$ cat src/rtl/ldpc_pkg.sv
// Shared LDPC decoder definitions: message width, magnitude ceiling,
// check-node FSM states and the saturating absolute-value helper.
package ldpc_pkg;

   localparam int D_WID = 8;
   // Largest representable magnitude of a D_WID-bit two's complement message.
   localparam logic [D_WID-2:0] MAG_MAX = '1;

   typedef enum logic [1:0] {
      IDLE    = 2'd0,
      COLLECT = 2'd1,
      EMIT    = 2'd2
   } cnu_state_t;

   // |v|, with the most negative value folded onto MAG_MAX so the result
   // always fits in D_WID-1 bits.
   function automatic logic [D_WID-2:0] sat_abs(input logic [D_WID-1:0] v);
      logic [D_WID-1:0] neg;
      neg = -v;
      if (v == {1'b1, {(D_WID-1){1'b0}}})
         sat_abs = MAG_MAX;
      else if (v[D_WID-1])
         sat_abs = neg[D_WID-2:0];
      else
         sat_abs = v[D_WID-2:0];
   endfunction

endpackage

$ cat src/rtl/check_node_unit_min2_tracker.sv
// cnu_min2_tracker: running smallest / second-smallest magnitude and the
// position of the smallest. The next-state values are exported so the parent
// can build its first output message on the same edge as the last update.
module cnu_min2_tracker
   import ldpc_pkg::*;
#(
   parameter int MAG_WID = D_WID - 1,
   parameter int IDX_WID = 3
)(
   input  logic               clk,
   input  logic               reset,
   input  logic               clear,
   input  logic               update,
   input  logic [MAG_WID-1:0] mag,
   input  logic [IDX_WID-1:0] idx,
   output logic [MAG_WID-1:0] min1,
   output logic [MAG_WID-1:0] min2,
   output logic [IDX_WID-1:0] idx1,
   output logic [MAG_WID-1:0] nxt_min1,
   output logic [MAG_WID-1:0] nxt_min2,
   output logic [IDX_WID-1:0] nxt_idx1
);

   // Strict less-than: on a tie the earlier min1 and its index are kept.
   always_comb begin
      nxt_min1 = min1;
      nxt_min2 = min2;
      nxt_idx1 = idx1;
      if (mag < min1) begin
         nxt_min2 = min1;
         nxt_min1 = mag;
         nxt_idx1 = idx;
      end else if (mag < min2) begin
         nxt_min2 = mag;
      end
   end

   // Clear to the magnitude ceiling at row start, otherwise absorb samples.
   always_ff @(posedge clk or posedge reset) begin
      if (reset) begin
         min1 <= '1;
         min2 <= '1;
         idx1 <= '0;
      end else if (clear) begin
         min1 <= '1;
         min2 <= '1;
         idx1 <= '0;
      end else if (update) begin
         min1 <= nxt_min1;
         min2 <= nxt_min2;
         idx1 <= nxt_idx1;
      end
   end

endmodule

$ cat src/rtl/check_node_unit.sv
// check_node_unit: serial min-sum check-node processor. Absorbs one row of
// variable-to-check messages, then replays one check-to-variable message per
// row position from min1/min2/idx1 and the sign product.
// Optional build macro: CNU_OFFSET_EN selects offset min-sum (subtract OFFSET,
// floor at zero); undefined gives plain min-sum.
// Handshakes: a transfer happens on a rising edge where valid and ready are
// both high; the producer holds data stable while valid is high and ready low.
module check_node_unit #(
   parameter int D_WID   = ldpc_pkg::D_WID,
   parameter int MAX_DEG = 8,
   parameter int IDX_WID = 3,
   parameter int OFFSET  = 1
)(
   input  logic               clk,
   input  logic               reset,
   input  logic               start,
   input  logic [IDX_WID:0]   deg,
   input  logic               vin_valid,
   input  logic [D_WID-1:0]   vin,
   output logic               vin_ready,
   output logic               cout_valid,
   input  logic               cout_ready,
   output logic [D_WID-1:0]   cout,
   output logic [IDX_WID-1:0] cout_idx,
   output logic               parity,
   output logic               done,
   output logic               busy
);
   import ldpc_pkg::*;

   localparam int MAG_WID = D_WID - 1;
   localparam logic [IDX_WID:0] DEG_MIN = (IDX_WID+1)'(2);
   localparam logic [IDX_WID:0] DEG_MAX = (IDX_WID+1)'(MAX_DEG);

`ifdef CNU_OFFSET_EN
   localparam int OFS_AMT = OFFSET;
`else
   // Plain min-sum: the offset contributes nothing.
   localparam int OFS_AMT = 0 * OFFSET;
`endif
   localparam logic [MAG_WID-1:0] OFS = MAG_WID'(OFS_AMT);

   cnu_state_t           state;
   logic [IDX_WID:0]     deg_r;
   logic [IDX_WID:0]     cnt;
   logic [IDX_WID:0]     cnt_inc;
   logic                 cnt_last;
   logic [MAX_DEG-1:0]   sgn_buf;
   logic [MAX_DEG-1:0]   sgn_nxt;
   logic                 s;
   logic                 s_nxt;
   logic [IDX_WID:0]     deg_clamp;
   logic                 hs_in;
   logic                 hs_out;
   logic                 trk_clear;
   logic [MAG_WID-1:0]   mag_in;
   logic [MAG_WID-1:0]   min1, min2, nxt_min1, nxt_min2;
   logic [IDX_WID-1:0]   idx1, nxt_idx1;
   logic [D_WID-1:0]     cout_r;
   logic                 cout_valid_r, parity_r, done_r;

   // Message for position k: the excluded-self minimum, optional offset,
   // then the sign. A zero magnitude negates to zero.
   function automatic logic [D_WID-1:0] make_msg(
      input logic [IDX_WID-1:0] k,
      input logic [IDX_WID-1:0] i1,
      input logic [MAG_WID-1:0] m1,
      input logic [MAG_WID-1:0] m2,
      input logic               sg);
      logic [MAG_WID-1:0] m;
      logic [D_WID-1:0]   ext;
      m   = (k == i1) ? m2 : m1;
      m   = (m > OFS) ? m - OFS : '0;
      ext = {1'b0, m};
      make_msg = sg ? -ext : ext;
   endfunction

   assign mag_in    = sat_abs(vin);
   assign hs_in     = vin_valid && (state == COLLECT);
   assign hs_out    = cout_valid_r && cout_ready;
   assign cnt_inc   = cnt + 1'b1;
   assign cnt_last  = (cnt == deg_r - 1'b1);
   assign s_nxt     = s ^ vin[D_WID-1];
   assign trk_clear = (state == IDLE) && start;

   // Degree clamp into [2, MAX_DEG].
   always_comb begin
      deg_clamp = deg;
      if (deg < DEG_MIN)
         deg_clamp = DEG_MIN;
      else if (deg > DEG_MAX)
         deg_clamp = DEG_MAX;
   end

   // Sign buffer as it will look after the current sample is absorbed.
   always_comb begin
      sgn_nxt = sgn_buf;
      sgn_nxt[cnt[IDX_WID-1:0]] = vin[D_WID-1];
   end

   cnu_min2_tracker #(
      .MAG_WID (MAG_WID),
      .IDX_WID (IDX_WID)
   ) u_min2 (
      .clk      (clk),
      .reset    (reset),
      .clear    (trk_clear),
      .update   (hs_in),
      .mag      (mag_in),
      .idx      (cnt[IDX_WID-1:0]),
      .min1     (min1),
      .min2     (min2),
      .idx1     (idx1),
      .nxt_min1 (nxt_min1),
      .nxt_min2 (nxt_min2),
      .nxt_idx1 (nxt_idx1)
   );

   // Row FSM: collect samples, then emit one registered message per accept.
   always_ff @(posedge clk or posedge reset) begin
      if (reset) begin
         state        <= IDLE;
         deg_r        <= '0;
         cnt          <= '0;
         sgn_buf      <= '0;
         s            <= 1'b0;
         cout_r       <= '0;
         cout_valid_r <= 1'b0;
         parity_r     <= 1'b0;
         done_r       <= 1'b0;
      end else begin
         done_r <= 1'b0;
         case (state)
            IDLE: begin
               if (start) begin
                  deg_r    <= deg_clamp;
                  cnt      <= '0;
                  s        <= 1'b0;
                  sgn_buf  <= '0;
                  parity_r <= 1'b0;
                  state    <= COLLECT;
               end
            end
            COLLECT: begin
               if (hs_in) begin
                  sgn_buf <= sgn_nxt;
                  s       <= s_nxt;
                  if (cnt_last) begin
                     cnt          <= '0;
                     parity_r     <= s_nxt;
                     cout_valid_r <= 1'b1;
                     cout_r       <= make_msg('0, nxt_idx1, nxt_min1, nxt_min2,
                                              s_nxt ^ sgn_nxt[0]);
                     state        <= EMIT;
                  end else begin
                     cnt <= cnt_inc;
                  end
               end
            end
            EMIT: begin
               if (hs_out) begin
                  if (cnt_last) begin
                     cnt          <= '0;
                     cout_valid_r <= 1'b0;
                     cout_r       <= '0;
                     done_r       <= 1'b1;
                     state        <= IDLE;
                  end else begin
                     cnt    <= cnt_inc;
                     cout_r <= make_msg(cnt_inc[IDX_WID-1:0], idx1, min1, min2,
                                        s ^ sgn_buf[cnt_inc[IDX_WID-1:0]]);
                  end
               end
            end
            default: state <= IDLE;
         endcase
      end
   end

   assign vin_ready  = (state == COLLECT);
   assign busy       = (state != IDLE);
   assign cout_valid = cout_valid_r;
   assign cout       = cout_r;
   assign cout_idx   = cnt[IDX_WID-1:0];
   assign parity     = parity_r;
   assign done       = done_r;

endmodule

$ cat config.mk
export PLATFORM = sky130hd
export DESIGN_NAME = check_node_unit
export DESIGN_NICKNAME = d
export VERILOG_FILES = /design/src/rtl/ldpc_pkg.sv /design/src/rtl/check_node_unit_min2_tracker.sv /design/src/rtl/check_node_unit.sv
export SDC_FILE = /design/constraint.sdc
export NUM_CORES = 1
export LEC_CHECK = 0
export ABC_AREA = 1
export CAP_MARGIN = 25
export CORE_ASPECT_RATIO = 0.6
export CORE_MARGIN = 5
export CORE_UTILIZATION = 35
export CTS_BUF_LIST = sky130_fd_sc_hd__clkbuf_16
export DETAILED_ROUTE_END_ITERATION = 8
export GPL_ROUTABILITY_DRIVEN = 0
export PLACE_DENSITY = 0.5
export SETUP_SLACK_MARGIN = 0.2
export SYNTH_ARGS = -nofsm -noshare
export SYNTH_HDL_FRONTEND = slang
export SYNTH_SLANG_ARGS = --single-unit
$ cat constraint.sdc
create_clock -name clk -period 6.23 [get_ports clk]
set_input_delay 1.246 -clock clk [delete_from_list [all_inputs] [get_ports clk]]
set_output_delay 1.246 -clock clk [all_outputs]
set_load 0.01 [all_outputs]
==> run_1/met1.png <==
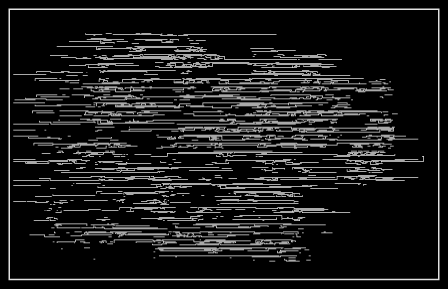
share of all routed wire = 57%
wire length on this layer = 6090 µm
nets with wire on the layer = 555
longest straight run = 40.5 µm
main direction = horizontal
total number of vias: 3534
drt total wl: 10600 µm
global routing usage on met1: 0.275

==> run_1/met2.png <==
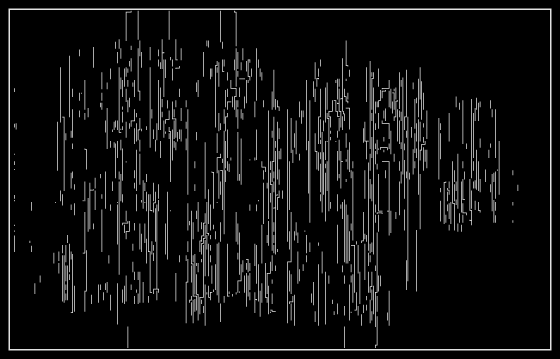
longest straight run = 44.5 µm
main direction = vertical
wire length on this layer = 3950 µm
nets with wire on the layer = 464
share of all routed wire = 37%
met2 usage in global routing: 0.225

==> run summary, run 1 <==
The full implementation flow was run.

Counting the warning lines in the Yosys log gives 0. The area added between synthesis and finish stands at 15.6%. Once synthesis finished, the tally of register bits stood at 47. Counting every instance in the synthesized netlist gives 528. The global-route wire length before repair stands at 17800 µm.

The final max-slew violation count recorded for this run is 0. The synthesized netlist contains 44 unique library cells. The multi-input combinational area share stands at 0.493. Measured along the x axis, the die boundary spans 144 µm. The timing report notes that buffer and inverter cells on the critical path total 4.

For this run, asynchronously set or reset flops after synthesis account for 1.00. The area of the core stands at 10600 µm². In the routed design, unresolved DRC markers number 0.

The well-tap cell count stands at 139. The number of failing setup endpoints in the final timing report stands at 0. In this run the tightest slew margin relative to its limit is 0.452. For this run, the register share of the synthesized area comes to 0.314. The run finished with clean final reports. The final critical delay including setup and external delays stands at 5.46 ns. Of the available clock period, the critical path in the final layout requires 0.876. The commonest cells after synthesis are nand2_1, inv_1, o21ai_0. The buffers inserted during post-CTS setup optimization stands at 0. The violation tally from detailed-route iteration zero stands at 228. The smallest hold slack stands at 0.489 ns.
==> run_1/met3.png <==
Bar = 50 µm. Cells faint in the background.
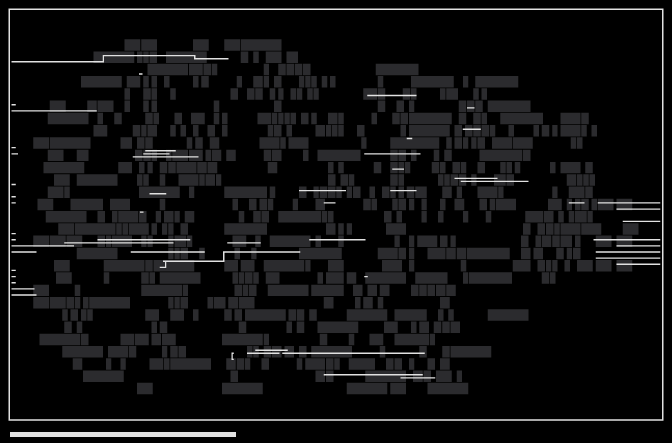
main direction = horizontal
wire length on this layer = 494 µm
longest straight run = 31.3 µm
met3 Track Usage GR: 0.0312

[run 1: logic make-up after synthesis]
logic type	share of synthesized area
XOR/XNOR	0.0343
AND/OR/NAND/NOR	0.276
flip-flops	0.314
buffers and inverters	0.116
adder cells (fa/ha/maj)	0.0758
AND-OR/OR-AND	0.184
[run 1: power by group]
group          switching (mW)  internal [mW]
combinational            1.11          0.597
sequential              0.109          0.445
clock                   0.121          0.187
[run 1: sequential cells by signal (all words and copies together) (netlist names)]
name and cells:
sgn_buf 8, cnt 4, done 1, parity 1
u_min2.min2 7, cout_valid 1, u_min2.min1 7, state 2
deg_r 4, s 1, u_min2.idx1 3, cout 8
[run 1: metal layers]
layer,routed length [µm],global-route usage
met3,494,0.0312
met1,6090,0.275
met4,113,0.0396
met5,0,0
met2,3950,0.225
==> run 2: changes to the inputs <==
Settings changed: CTS_CLUSTER_DIAMETER from default to 30.
==> run_2/registers.png <==
Bar = 50 µm. Other sequential cells in the stronger gray, the rest of the logic in the fainter gray.
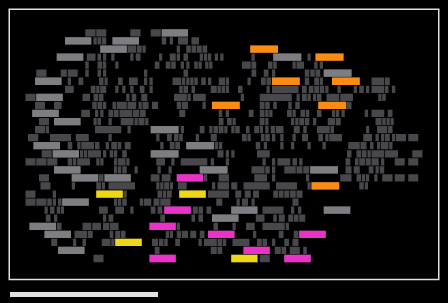
sgn_buf -> magenta  # sequential cells 8, where south
u_min2.min2 -> orange  # sequential cells 7
cnt -> yellow  # sequential cells 4
not colored = 28
sequential cell area: 1190 µm²
power dissipated in sequential cells: 554 µW
post-layout utilization of the core: 0.415
fraction of area in registers: 0.272

==> run summary, run 2 <==
The full implementation flow was run.

The smallest setup slack after layout stands at 0.775 ns. In the finished design, the share of the clock period the worst path needs comes to 0.876. Once detail routing completed, the nets flagged for antenna violations numbered 0.

The well-tap cell count stands at 139. The headroom to the max-slew limit stands at 0.452. The area of the core stands at 10600 µm². For this block, the routed nets add up to 10600 µm of wire. The routed via count stands at 3534. The run finished with clean final reports.

Among the stages of the critical path, the cell type that occurs most often is o21ai_0. After synthesis, the netlist uses 44 different library cells. The multi-input combinational area share stands at 0.493. The count of cells along the worst hold path stands at 2. The critical path goes through clkdlybuf4s50_1 -> o21ai_0 -> o21ai_0 -> ha_1 -> a21oi_1 -> nor2_1 -> a211oi_4 -> nand2_8 -> o21ai_0 -> inv_1 -> o21ai_0 -> inv_1 -> ha_1 -> inv_1 -> nor2_2 -> nand2_2 -> nand2_1 -> nand3_2 -> nand2_2 -> nand2_1 -> nand3_1 -> a21oi_1. The flip-flop and latch count after synthesis stands at 47.

The actual slew at the worst max-slew pin stands at 0.820 ns. The most critical hold endpoint after final layout shows a slack of 0.489 ns. According to the dpl log, the detail-placed design has an HPWL of 8370 µm. The worst setup path is captured at a register.

The first global-routing pass estimated 17800 µm of wire. The final timing report lists a max-slew violation count of 0. The number of warnings reported in the yosys synthesis log stands at 0.

The post-synthesis instance total stands at 528. The number of non-clock inverters stands at 95. The proportion of layout cells with a drive suffix above 1 stands at 0.121. Subtracting the final worst setup slack from the clock period gives 5.46 ns. Looking at the clock tree report, the root buffer type is clkbuf_16.

The number of remaining DRC errors stands at 0. The buffers inserted during post-CTS setup optimization stands at 0. The data arrival at the endpoint of the critical path stands at 5.67 ns. The first routing iteration left 228 violations. After detailed placement, the total cell area comes to 4230 µm². The initial core utilization stands at 0.359.

The worst hold path begins at cout[6]$_DFFE_PP0P_. The die is 144 µm wide. The share of synthesized registers carrying an async set or reset stands at 1.00. From the final report, the count of setup violators was given as 0.

The number of antenna violations at the first check in global routing stands at 0. The part of the Yosys area used for sequential elements stands at 0.314. The area added between synthesis and finish stands at 15.6%. After synthesis, the most frequently instantiated cells are nand2_1, inv_1, o21ai_0.
==> run_2/met3.png <==
Bar = 50 µm. Cells faint in the background.
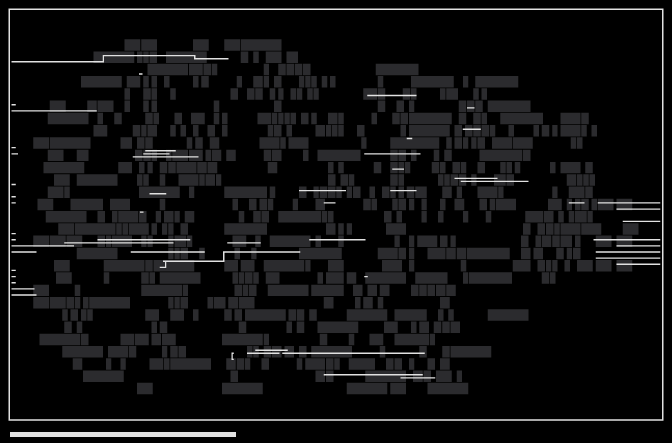
main direction = horizontal
wire length on this layer = 494 µm

## run 2: cells by family (layout without fill, tap and decap cells)
kind of cell	Yosys count	after routing	share of synthesized area
simple gates	214	214	0.276
buf+inv	108	136	0.116
fa+ha+maj	23	23	0.0758
compound gates	122	122	0.184
xor+xnor	14	14	0.0343
flops	47	47	0.314
## run 2: metal layers
metal,global-route usage,routed length [µm],vias up
li1,-,-,1792
met1,0.275,6090,1649
met2,0.225,3950,84
met3,0.0312,494,9
met4,0.0396,113,0
met5,0,0,-
## run 2: worst max-delay path: cells and delay by family
kind	cells	cell delay, ns
simple gates	9	0.74
buf+inv	4	1.06
fa+ha+maj	2	0.57
compound gates	7	2.05
## run 2: power breakdown
part           switching, mW  internal (mW)
logic                   1.11          0.597
registers              0.109          0.445
clock network          0.121          0.187
Power is estimated from default activity; no workload was simulated.
